==> images/m2.png <==
Scale bar: 20 um.
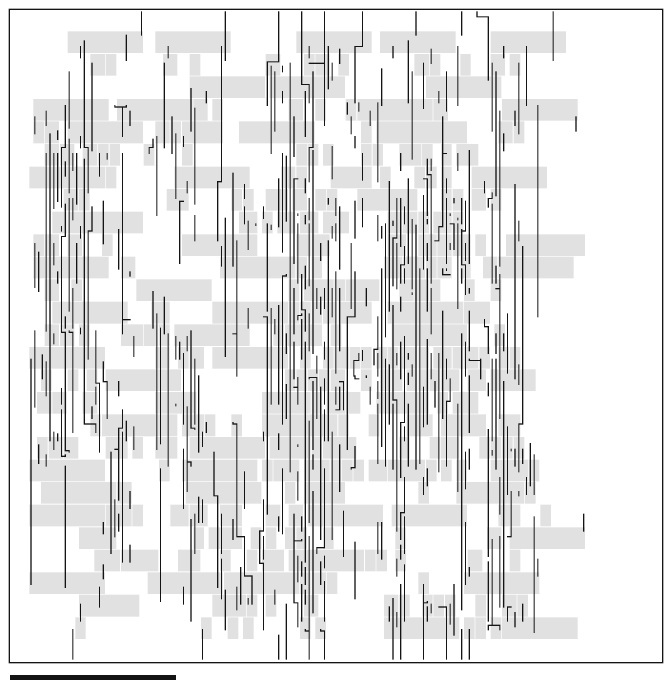
==> images/closeup.png <==
Scale bar: 10 um. Region (19, 4) to (59, 44) um. Cells in gray, sequential cells in the stronger gray; small squares are vias.
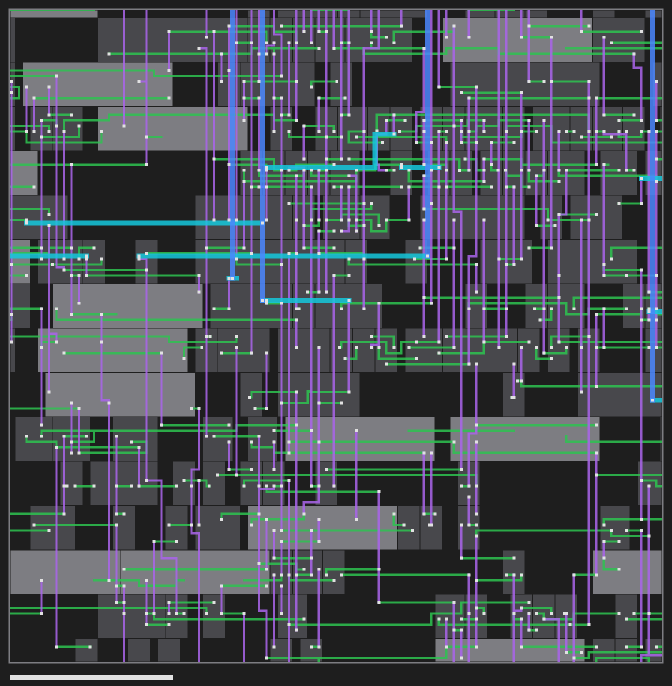
**src/rtl/divisor_sequencial.sv**
```systemverilog
// Sequential restoring divider for the RPN ALU: Q = A / B, R = A % B, one quotient bit per clock.
// Divide-by-zero skips the iteration and reports erro in the cycle after start.
//
//   state | meaning
//   IDLE  | waiting for start; results from the last operation held
//   CALC  | one restoring shift/subtract step per edge, WIDTH steps total
//   DONE  | one-cycle done pulse; a start here is accepted as in IDLE
module divisor_sequencial #(
  parameter int WIDTH = 8
) (
  input  logic             clk,
  input  logic             rst,
  input  logic             start,
  input  logic [WIDTH-1:0] A,
  input  logic [WIDTH-1:0] B,
  output logic             busy,
  output logic             done,
  output logic [WIDTH-1:0] Q,
  output logic [WIDTH-1:0] R,
  output logic             erro,
  output logic             r_exists
);

  typedef enum logic [1:0] {IDLE, CALC, DONE} state_t;

  localparam int CW = (WIDTH > 1) ? $clog2(WIDTH) : 1;
  localparam logic [CW-1:0] LAST_STEP = CW'(WIDTH - 1);

  state_t           state;
  logic [CW-1:0]    count;
  logic [WIDTH:0]   rem;
  logic [WIDTH-1:0] dvd;
  logic [WIDTH-1:0] b_lat;

  logic [WIDTH:0]   rem_sh;
  logic [WIDTH:0]   rem_nx;
  logic [WIDTH-1:0] dvd_nx;

  // One restoring step; the compare is WIDTH+1 bits wide so the shifted-in MSB is never lost.
  always_comb begin
    rem_sh = {rem[WIDTH-1:0], dvd[WIDTH-1]};
    dvd_nx = dvd << 1;
    rem_nx = rem_sh;
    if (rem_sh >= {1'b0, b_lat}) begin
      rem_nx    = rem_sh - {1'b0, b_lat};
      dvd_nx[0] = 1'b1;
    end
  end

  assign busy = (state == CALC);
  assign done = (state == DONE);

  always_ff @(posedge clk or posedge rst) begin
    if (rst) begin
      state    <= IDLE;
      count    <= '0;
      rem      <= '0;
      dvd      <= '0;
      b_lat    <= '0;
      Q        <= '0;
      R        <= '0;
      erro     <= 1'b0;
      r_exists <= 1'b0;
    end else begin
      case (state)
        IDLE, DONE: begin
          state <= IDLE;
          if (start) begin
            b_lat <= B;
            if (B != '0) begin
              state <= CALC;
              count <= '0;
              rem   <= '0;
              dvd   <= A;
            end else begin
              state    <= DONE;
              Q        <= '0;
              R        <= '0;
              erro     <= 1'b1;
              r_exists <= 1'b0;
            end
          end
        end
        CALC: begin
          rem   <= rem_nx;
          dvd   <= dvd_nx;
          count <= count + 1'b1;
          if (count == LAST_STEP) begin
            state    <= DONE;
            Q        <= dvd_nx;
            R        <= rem_nx[WIDTH-1:0];
            erro     <= 1'b0;
            r_exists <= (rem_nx[WIDTH-1:0] != '0);
          end
        end
        default: state <= IDLE;
      endcase
    end
  end

endmodule

```
**config.mk**
```make
export PLATFORM = sky130hd
export DESIGN_NAME = divisor_sequencial
export DESIGN_NICKNAME = d
export VERILOG_FILES = /design/src/rtl/divisor_sequencial.sv
export SDC_FILE = /design/constraint.sdc
export NUM_CORES = 1
export LEC_CHECK = 0
export ABC_AREA = 1
export CORE_MARGIN = 2
export CORE_UTILIZATION = 45
export CTS_BUF_LIST = sky130_fd_sc_hd__clkbuf_8 sky130_fd_sc_hd__clkbuf_16
export CTS_CLUSTER_SIZE = 24
export DETAILED_ROUTE_END_ITERATION = 12
export DONT_BUFFER_PORTS = 1
export PLACE_DENSITY = 0.59
export SYNTH_ARGS = -nofsm -noshare
export SYNTH_HDL_FRONTEND = slang
export SYNTH_SLANG_ARGS = --single-unit
```
**constraint.sdc**
```tcl
create_clock -name clk -period 2.36 [get_ports clk]
set_clock_uncertainty 0.2 [all_clocks]
set_input_delay 0.708 -clock clk [delete_from_list [all_inputs] [get_ports clk]]
set_output_delay 0.708 -clock clk [all_outputs]
set_load 0.02 [all_outputs]
```
==> results.rst <==
Flow metrics
------------

.. list-table::
   :header-rows: 1

   * - Metric
     - Value
   * - Overall die area
     - around 6200 um2
   * - Die Span Y
     - around 79 um
   * - Async SR Flop Fraction
     - 1.00
   * - Signal arrival time at the worst endpoint
     - between 2 and 2.5 ns
   * - Met2 wirelength from detailed routing
     - ~2700 um
   * - Endpoint of the worst setup timing path
     - r_exists
   * - Final critical-path required period
     - roughly 2.2 ns
   * - Fraction of the cycle the final worst path needs
     - 0.934
   * - Top sig layer
     - met4
   * - EDFF count, synth
     - 0
   * - CTS H-Tree Depth
     - 2
   * - Seq share, synth
     - 0.469
   * - Area of the mapped netlist
     - about 2500 um2
   * - Setup TNS after final layout
     - 0 ns
   * - Top fanout value on the critical path
     - 9
   * - AND/OR/NAND/NOR Cells, Area Fraction
     - 0.291
   * - Insertion delay of the later-clocked pin in the worst-skew pair
     - 0.31 ns
   * - Detailed route wirelength on metal3
     - between 200 and 300 um
   * - Core area
     - between 5000 and 6000 um2
   * - Critical R2R Capture
     - r_exists
   * - DRT met1 WL
     - 2490 um
   * - Fillers
     - between 500 and 600
   * - Most used flip-flop cell after synthesis
     - sky130_fd_sc_hd__dfrtp_1
   * - Number of library cell types mapped by synthesis
     - 30
   * - CTS Buf Count
     - 5
   * - R2R setup slack
     - about 0.15 ns
   * - Worst setup path start
     - rem[0]
   * - Number of maximum-capacitance violations
     - 0
   * - Final worst setup slack
     - ~0.15 ns
   * - Logic depth of the worst register-to-register path
     - 15
   * - Placed Cells
     - around 390
   * - Antenna Nets Post-Route
     - 0
   * - TritonCTS clock tree
     - built
   * - Average detailed-routed wire length per instance
     - between 10 and 15 um
   * - Area overhead of the layout relative to synthesis
     - 13.1%
   * - Non-filler instance count after layout
     - 396
   * - Total grt overflow
     - 0
   * - Number of gates given a new drive strength after cts
     - 0
   * - Total area of multi-input combinational cells
     - ~1200 um2
   * - Antenna violations before repair
     - 0
   * - Global routing met2 resource utilization
     - 0.312
   * - Via Count
     - around 2000
   * - Total cell area reported by yosys after synthesis
     - between 2000 and 3000 um2
   * - Post-detail-place hpwl
     - about 4000 um
   * - Worst slew margin
     - 0.734
   * - Run status
     - complete, no violations
   * - Number of hold violations in the final report
     - 0
   * - Global-route usage over all layers
     - 0.200
   * - Cell type with the largest total area after synthesis
     - sky130_fd_sc_hd__dfrtp_1
   * - Adder-cell share of the synthesized area
     - 0.0578
   * - Required time of the worst setup path
     - approximately 2.4 ns
   * - Cell mode on critical path
     - sky130_fd_sc_hd__nand2_1
   * - Yosys aoi share
     - 0.0912
   * - Kind of cell adding the most delay to the critical path
     - simple AND/OR/NAND/NOR gates
   * - Transition time at the pin with the least slew margin
     - ~0.40 ns
   * - Highest clock rate
     - 0.454 GHz
   * - Maximum number of pins on one net before global-route repair
     - around 48
   * - Grt met3 use
     - 0.0471
   * - Xor/xnor share of the synthesized area
     - 0.0105
   * - Top library cells by usage in the layout, fill and taps aside
     - 94 x sky130_fd_sc_hd__nand2_1, 46 x sky130_fd_sc_hd__dfrtp_1, 34 x sky130_fd_sc_hd__inv_1, 25 x sky130_fd_sc_hd__nand3_1, 18 x sky130_fd_sc_hd__nor2_1
   * - Final Wtd Congestion
     - around 0.87
   * - Number of primary I/O pins
     - 39
   * - Post-place setup slack
     - between 0.08 and 0.09 ns
   * - Path length in cells of the critical path
     - 15
   * - Clock input transition at the sequential cells of the worst setup and hold paths
     - ~0.09 ns
   * - Path type of the worst min-delay path
     - primary input to async pin
   * - Number of hold-repair buffers added at the cts stage
     - 0
   * - Multiplexer share
     - 0
   * - Port buffer count
     - 0
   * - Largest cells by area
     - sky130_fd_sc_hd__dfrtp_1 47%, sky130_fd_sc_hd__nand2_1 14%, sky130_fd_sc_hd__inv_1 5.5%
   * - Final Routed Wirelength
     - approximately 5600 um
   * - Most instantiated cells after synthesis
     - 95 x sky130_fd_sc_hd__nand2_1, 47 x sky130_fd_sc_hd__dfrtp_1, 37 x sky130_fd_sc_hd__inv_1
   * - Startpoint type of the worst setup path
     - register
   * - Floorplan-stage core utilization
     - 0.461
   * - Post-placement cell area
     - ~2600 um2
-- m2.png (at the start) --
share of all routed wire: 48%
main direction: vertical

-- closeup.png (at the start) --
legend:
  cyan:
    layer: M3
  purple:
    layer: M2
  green:
    layer: M1
  blue:
    layer: M4
cells with their middle in the window: 134
sequential cells in the window: 12
most frequent: nand2_1 (35), inv_1 (19), nor2_1 (16)
netlist names of flops here include: b_lat (5), rem (3), state (2)

==> kinds of logic (layout without fill, tap and decap cells) <==
family | Yosys count | after routing
adders and majority gates | 11 | 11
and+or+nand+nor | 159 | 161
AOI/OAI and AO/OA | 41 | 41
DFF | 47 | 47
buffers and inverters | 49 | 61
xor gates and xnor gates | 3 | 3
==> final cells by class <==
cell class,instances,share of cell area
Tap cell,72,0.0317
Sequential cell,47,0.415
Timing Repair Buffer,11,0.0335
Multi-Input combinational cell,216,0.425
Clock buffer,5,0.0243
Inverter,42,0.0556
Clock inverter,3,0.0154
